placement_by_type.png
Scale bar: 20 um.
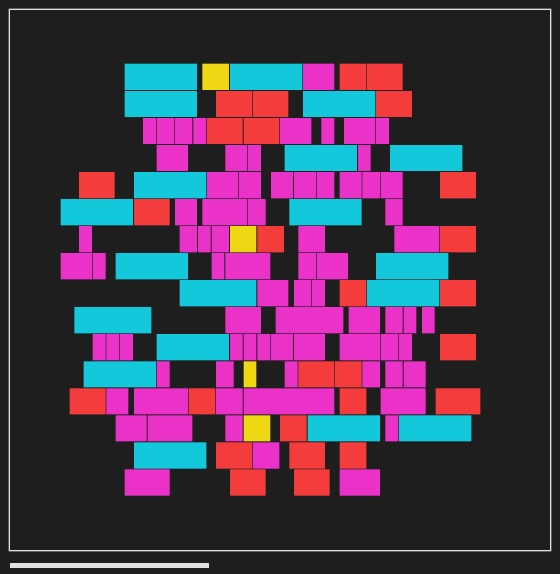
logic_types.png
Scale bar: 20 um.
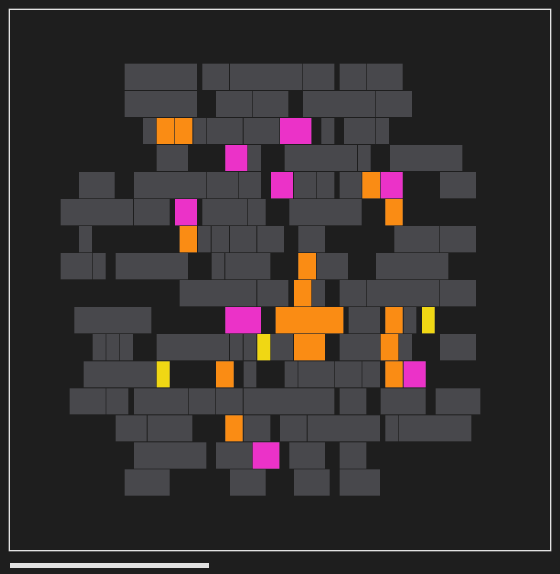
==> config.mk <==
export PLATFORM = sky130hd
export DESIGN_NAME = usb_rx_bit_timer
export DESIGN_NICKNAME = d
export VERILOG_FILES = /design/src/rtl/usb_rx_bit_timer.sv
export SDC_FILE = /design/constraint.sdc
export NUM_CORES = 1
export LEC_CHECK = 0
export CORE_MARGIN = 5
export CORE_UTILIZATION = 45
export DETAILED_ROUTE_END_ITERATION = 7
export PLACE_DENSITY = 0.78
export SYNTH_ARGS = -nofsm -noshare
export SYNTH_HDL_FRONTEND = slang
export SYNTH_SLANG_ARGS = --single-unit
==> constraint.sdc <==
create_clock -name clk -period 1.9 [get_ports clk]
set_input_delay 0.19 -clock clk [delete_from_list [all_inputs] [get_ports clk]]
set_output_delay 0.19 -clock clk [all_outputs]
set_load 0.005 [all_outputs]
==> run_results.csv <==
group,metric,value,unit
status,status,"finished clean",
global_route,grt-ovfl-total,0,
final_timing,report.final.slew_viol_count,0,
final_timing,tightest_slew,380,ps
yosys,yosysSeqAreaShare,43.0,%
final_layout,drive_gt1_share,15.2,%
drt,routed.top_layer,"met4",
floorplanning,fp_util,46.0,%
floorplanning,fp.dieH,54.3,um
placed_design,io_buffers,19,
placed_design,dp_slack,137,ps
yosys,avgSynthCellArea,9.03,sq um
global_route,top_usage_layer,"met2",
clock_tree,clkSinkCount,19,
power,power_switching,139,uW
clock_tree,worstSkewPairLatency,300,ps
placed_design,gp_congestion,0.776,
yosys,top_area_share,43.0,%
final_layout,nFillCells,168,
power,p_int,497,uW
yosys,synth_flop_count,19,
drt,wl_met1,783,um
critical_path,worstPathArrival,1630,ps
drt,avgViaCountPerCell,5.14,
drt,wl_met3,91,um
global_route,use_met3,4.09,%
drt,detail_route.wl_per_cell,12.7,um
power,vdd_drop_max,0.460,mV
run,warning_count,28,
yosys,ys_cells,98,
clock_tree,htree_levels,1,
final_timing,hold_viol_final,0,
yosys,syn_inst,98,
yosys,top_cells_by_count,"dfxtp_1 (19), nand2_1 (11), nor2_1 (11), a21oi_1 (9), ha_1 (8)",
clock_tree,cts_tree,"built",
critical_path,reg2reg_depth,8,
yosys,ys_types,26,
floorplanning,ios,20,
power,cellLeakagePower,0.000485,uW
yosys,largest_area_cell,"dfxtp_1",
floorplanning,die_x,54.3,um
power,p_seq_share,63.1,%
drt,drt-initial-drc-count,9,
placed_design,hpwlAfterDp,1360,um
global_route,grtUsageMet1,14.4,%
power,powerDensity,526,nW/um^2
hold_path,min_path_type,"reg2reg",
final_timing,fmax,548,MHz
power,power_frac_comb,4.5,%
clock_tree,clk_path_buf_depth,2,
final_layout,final_cell_mix,"clkdlybuf4s50_1 (18), dfxtp_1 (17), nor2_1 (11)",
critical_path,crit_path_end_kind,"primary output",
drt,wl_met2,1010,um
final_layout,diodes,0,
final_timing,setup_slack,75.0,ps
final_timing,final.min_clock_period,1820,ps
critical_path,ff2ff_setup_slack,140,ps
drt,drc_errors,0,
hold_path,hold_depth,2,
drt,via_count,781,
final_layout,syn2layout_area_growth,36.8,%
yosys,async_flop_share,0,%
power,clockPowerShare,32.4,%
critical_path,cp-start-kind,"register",
yosys,fp_nets,111,
Notes on placement_by_type.png above:
magenta -> combinational and other logic  # cells 75, share of their area 44%
yellow -> clock drivers and dummy loads  # cells 4, share of their area 2.2%
cyan -> flops  # cells 19, share of their area 33%
red -> other buffers and delay cells  # cells 27, share of their area 21%
core area: 1920 sq um
row cnt: 16

Notes on logic_types.png above:
magenta -> AND and OR gates  # cells 8
yellow -> inverters  # cells 3
orange -> inverting AOI/OAI gates  # cells 14
post-route insts no fill: 152
Top cell excl fill/tap: clkdlybuf4s50_1
combinational share of cell area: 41.6%

==> timing repair <==
action / in CTS / in global routing
pin swaps: 0 / 1
endpoints found under the setup margin: 2 / 3
gates resized: 6 / 5
setup buffers: 1 / 5
hold buffers: 0 / 0
==> kinds of logic (layout without fill, tap and decap cells) <==
logic type	after synthesis	in the layout	share of synthesized area (%)
adders and majority gates	8	8	11.3
AOI/OAI and AO/OA	14	14	9.90
DFF	19	19	43.0
and+or+nand+nor	45	45	27.2
buffers and inverters	7	34	3.68
xor gates and xnor gates	5	5	4.95
==> per-stage QoR <==
step	util, %	cell area [sq um]	power [uW]	instances
after floorplan	-	885	422	98
after global placement	57.4	1100	436	142
after detailed placement	57.4	1100	436	142
after CTS	59.9	1150	642	147
after global routing	63.0	1210	661	152
final	63.0	1210	636	152
==> critical path, stage by stage, from the launching register on <==
cell             delay, ps
dfxtp_2                340
inv_1                  110
ha_4                   170
nand2_4                 80
nor2_1                 130
clkdlybuf4s50_1        510
==> power groups by stage <==
| stage | sequential (uW) | clock, uW | combinational, uW |
|---|---|---|---|
| after floorplan | 410 | 0 | 12.0 |
| after global placement | 410 | 0 | 25.3 |
| after detailed placement | 410 | 0 | 25.8 |
| after CTS | 402 | 215 | 26.2 |
| after global routing | 402 | 228 | 31.4 |
| final | 401 | 206 | 28.3 |
==> area by class of cell <==
| type | instances | area, sq um | area share (%) |
|---|---|---|---|
| Clock buffer | 4 | 26.3 | 2.17 |
| Inverter | 3 | 11.3 | 0.931 |
| Multi-Input combinational cell | 72 | 503 | 41.6 |
| Sequential cell | 19 | 383 | 31.6 |
| Tap cell | 27 | 33.8 | 2.79 |
| Timing Repair Buffer | 27 | 253 | 20.9 |
Power is estimated from default activity; no workload was simulated.
